### src/rtl/dead_pixel_corrector.sv
// Replaces flagged dead pixels with the rounded average of their usable horizontal
// neighbours, counts corrections per frame and flags out-of-order stream input.
module dead_pixel_corrector #(
  parameter int             W    = 32,
  parameter int             H    = 24,
  parameter int             DW   = 16,
  parameter logic [DW-1:0]  FILL = '0
) (
  input  logic          clk,
  input  logic          rst,
  input  logic          pix_valid,
  input  logic [DW-1:0] pix_data,
  input  logic [6:0]    pix_x,
  input  logic [5:0]    pix_y,
  input  logic          pix_dead,
  output logic          out_valid,
  output logic [DW-1:0] out_data,
  output logic [6:0]    out_x,
  output logic [5:0]    out_y,
  output logic          out_corrected,
  output logic          frame_done,
  output logic [7:0]    corr_count,
  output logic          proto_err
);

  localparam logic [6:0] LAST_X = 7'(W - 1);
  localparam logic [5:0] LAST_Y = 6'(H - 1);

  // state | meaning
  // IDLE  | no pixel held
  // HOLD  | held pixel waits for its right neighbour
  // FLUSH | held pixel ends its row, emitted on the next clock
  typedef enum logic [1:0] {IDLE, HOLD, FLUSH} stateT;

  stateT         state;
  logic [DW-1:0] curData;
  logic [6:0]    curX;
  logic [5:0]    curY;
  logic          curDead;
  logic          curLeftOk;
  logic [7:0]    count;

  logic          emit;
  logic          rightHit;
  logic          leftUse;
  logic          rightUse;
  logic          lastPix;
  logic [DW:0]   avgSum;
  logic [DW-1:0] emitData;
  logic [7:0]    countNext;

  // out_data doubles as LEFT: it always holds the most recently emitted pixel.
  always_comb begin
    emit      = (state == FLUSH) || ((state == HOLD) && pix_valid);
    rightHit  = (state == HOLD) && pix_valid && (pix_x == curX + 7'd1);
    leftUse   = curLeftOk && (curX != 7'd0);
    rightUse  = rightHit && !pix_dead;
    avgSum    = {1'b0, out_data} + {1'b0, pix_data} + (DW+1)'(1);
    emitData  = curData;
    if (curDead) begin
      if (leftUse && rightUse) emitData = avgSum[DW:1];
      else if (leftUse)        emitData = out_data;
      else if (rightUse)       emitData = pix_data;
      else                     emitData = FILL;
    end
    countNext = (emit && curDead && (count != 8'hFF)) ? count + 8'd1 : count;
    lastPix   = emit && (curX == LAST_X) && (curY == LAST_Y);
  end

  always_ff @(posedge clk or posedge rst) begin
    if (rst) begin
      state         <= IDLE;
      curData       <= '0;
      curX          <= '0;
      curY          <= '0;
      curDead       <= 1'b0;
      curLeftOk     <= 1'b0;
      count         <= '0;
      out_valid     <= 1'b0;
      out_data      <= '0;
      out_x         <= '0;
      out_y         <= '0;
      out_corrected <= 1'b0;
      frame_done    <= 1'b0;
      corr_count    <= '0;
      proto_err     <= 1'b0;
    end else begin
      out_valid     <= emit;
      out_corrected <= emit && curDead;
      frame_done    <= lastPix;
      if (emit) begin
        out_data <= emitData;
        out_x    <= curX;
        out_y    <= curY;
      end
      if (lastPix) begin
        corr_count <= countNext;
        count      <= '0;
      end else begin
        count <= countNext;
      end

      if ((state == HOLD) && pix_valid && !rightHit) proto_err <= 1'b1;

      // An out-of-order pixel starts over with no trustworthy left neighbour.
      if (pix_valid) begin
        curData   <= pix_data;
        curX      <= pix_x;
        curY      <= pix_y;
        curDead   <= pix_dead;
        curLeftOk <= (state != HOLD) || rightHit;
        state     <= (pix_x == LAST_X) ? FLUSH : HOLD;
      end else if (state == FLUSH) begin
        state <= IDLE;
      end
    end
  end

endmodule

### config.mk
export PLATFORM = sky130hd
export DESIGN_NAME = dead_pixel_corrector
export DESIGN_NICKNAME = d
export VERILOG_FILES = /design/src/rtl/dead_pixel_corrector.sv
export SDC_FILE = /design/constraint.sdc
export NUM_CORES = 1
export LEC_CHECK = 0
export ABC_AREA = 1
export CORE_AREA = 2 2 95 97
export CTS_BUF_LIST = sky130_fd_sc_hd__clkbuf_8
export CTS_CLUSTER_DIAMETER = 40
export DETAILED_ROUTE_END_ITERATION = 8
export DIE_AREA = 0 0 97 99
export PLACE_DENSITY = 0.85
export REMOVE_ABC_BUFFERS = 1
export SLEW_MARGIN = 20
export SYNTH_ARGS = -nofsm -noshare
export SYNTH_HDL_FRONTEND = slang
export SYNTH_SLANG_ARGS = --single-unit
### constraint.sdc
create_clock -name clk -period 4.02 [get_ports clk]
set_input_delay 0.804 -clock clk [delete_from_list [all_inputs] [get_ports clk]]
set_output_delay 0.804 -clock clk [all_outputs]
set_load 0.03 [all_outputs]
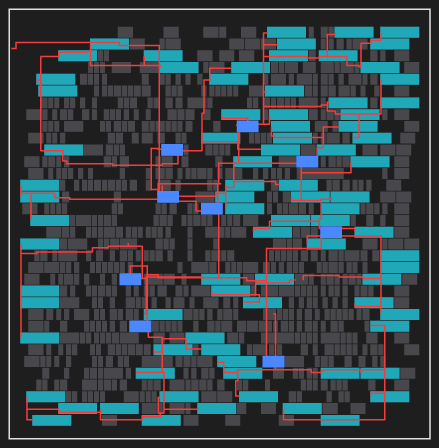
clk_routes.png
Key: clock wires = red [length 1,120 um]; clock drivers = blue [count 9]; flip-flops = cyan [count 82]
There are 10 routed clock nets.

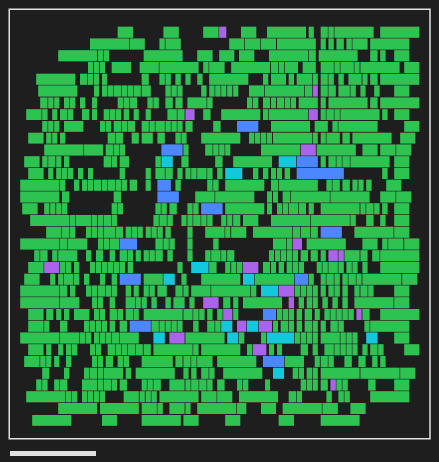
sizes.png
Scale bar: 20 um.
Key: _2 cells = purple [cells 20, share 2.5%]; _3 and _4 cells = cyan [cells 14, share 1.8%]; _0 and _1 cells = green [cells 751, share 94%]; _6 and larger = blue [cells 14, share 1.8%]

==> flow_metrics.env <==
# source this file to load flow results
export IMPL_status="finished, final reports clean"
export IMPL_whs_endpoint="proto_err$_DFFE_PP0P_"
export IMPL_clk_latency_ns=0.37
export IMPL_avgSynthCellArea_um2=6.967
export IMPL_clk_pin_slew_ns=0.09
export IMPL_critPathKind="input pin to flop"
export IMPL_buffers=80
export IMPL_warnings=26
export IMPL_final_cells=907
export IMPL_synth_compound_area_share=0.08323
export IMPL_die_x_um=97
export IMPL_logic_gate_count=538
export IMPL_dp_cells=891
export IMPL_cts_max_level=3
export IMPL_grt_pass1_vias=4657
export IMPL_fmax_mhz=376.6
export IMPL_fp_util=0.5907
export IMPL_rows=34
export IMPL_worstPathMaxFanout=5
export IMPL_comb_power_share=0.333
export IMPL_hpwl_mm=9.130
export IMPL_clockBufferDepth=2
export IMPL_fin_ws_ns=1.364
export IMPL_fin_skew_ns=0.01418
export IMPL_yosysMostFrequentCell="nand2_1"
export IMPL_ys_area_um2=5051
export IMPL_synthToLayoutAreaGrowth_pct=19.99
export IMPL_worst_path_stages=16
export IMPL_pg_seq_mw=1.02
export IMPL_power_clock_mw=0.649
export IMPL_crit_start="pix_data[0]"
export IMPL_drive_gt1_frac=0.06008
export IMPL_drv_cap=0
export IMPL_finalPower_mw=2.503
export IMPL_synthCells=725
export IMPL_hp_start="proto_err$_DFFE_PP0P_"
export IMPL_layout_cells_most_common_list="nand2_1 (253), nor2_1 (91), dfrtp_1 (82)"
export IMPL_ys_seq_frac=0.4062
export IMPL_logic_area_um2=2571
export IMPL_cts_setup_buffers=0
export IMPL_finalSetupViolCount=0
export IMPL_hold_ws_ns=0.4723
export IMPL_layout_cells_most_common="nand2_1"
export IMPL_die_h_um=99
export IMPL_grt_first_pass_wirelength_mm=21.74
export IMPL_antenna_found_initial=0
export IMPL_remaining_drc_errors=0
export IMPL_end_kind="flop"
export IMPL_place_ws_ns=1.032
export IMPL_gp_congestion=0.9290
export IMPL_antenna_cells=0
export IMPL_buffer_area_frac=0.1292
export IMPL_crit_slowest_cell="clkdlybuf4s50_1"
export IMPL_root_buffer="clkbuf_8"
export IMPL_pin_count=74
export IMPL_seq_cell_share=0.3386
export IMPL_placed_area_um2=5854
export IMPL_startpoint_type="input pin"
export IMPL_wl_per_cell_um=13.89
export IMPL_finalMaxSlewViolations=0
export IMPL_fillers=732
export IMPL_crit_path_max_incr_delay_ns=0.44
export IMPL_first_pass_iters=6
export IMPL_r2r_setup_slack_ns=1.60
export IMPL_cts_buffers=9
export IMPL_yosys_most_used_dff="dfrtp_1"
export IMPL_mux_area_frac=0.005945
export IMPL_relSlewSlack=0.3775
export IMPL_grt_usage=0.2785
export IMPL_cp_cell_sequence="clkdlybuf4s50_1 -> nor2_1 -> inv_1 -> fa_1 -> nand3_1 -> nand2_1 -> nand2_1 -> nand2_1 -> nand2_1 -> nand2_1 -> nand2_1 -> nand2_1 -> nor2_1 -> nor2_1 -> nor2_1 -> nor2_1"
export IMPL_antenna_left=0
export IMPL_worstMarginPinSlew_ns=0.9327
export IMPL_flop_area_um2=2052
export IMPL_power_group_top="registers"
export IMPL_vias=4776
export IMPL_comb_area_frac=0.4242
export IMPL_synthXorXnorAreaFrac=0.01387
export IMPL_r2r_start="curX[5]$_DFFE_PP0P_"
export IMPL_via_per_inst=5.266
export IMPL_cts_tree="done"
export IMPL_seq_cell_count=82
export IMPL_numPortBuffers=73
worst reg2reg max path, stage by stage (launching register included):
cell	delay (ns)
dfrtp_1	0.46
nor3_1	0.27
nand3_1	0.12
nand2_1	0.48
buf_4	0.27
nor2_1	0.07
nand2_4	0.29
nand2_4	0.16
nor2_1	0.14
nand2_1	0.06
nand2_1	0.05
state kept, by name (all words and copies together), names as in the netlist, 6 cells and up:
signal,count
curData,16
out_x,7
curY,6
corr_count,8
curX,7
out_data,16
out_y,6
count,8
routing by layer:
layer / vias up / GRT usage / part of all wire
met5: - / 0 / 0
met4: 0 / 0.07909 / 0.019
met3: 25 / 0.06241 / 0.050
met2: 132 / 0.4861 / 0.49
met1: 2198 / 0.3498 / 0.44
li1: 2421 / - / -
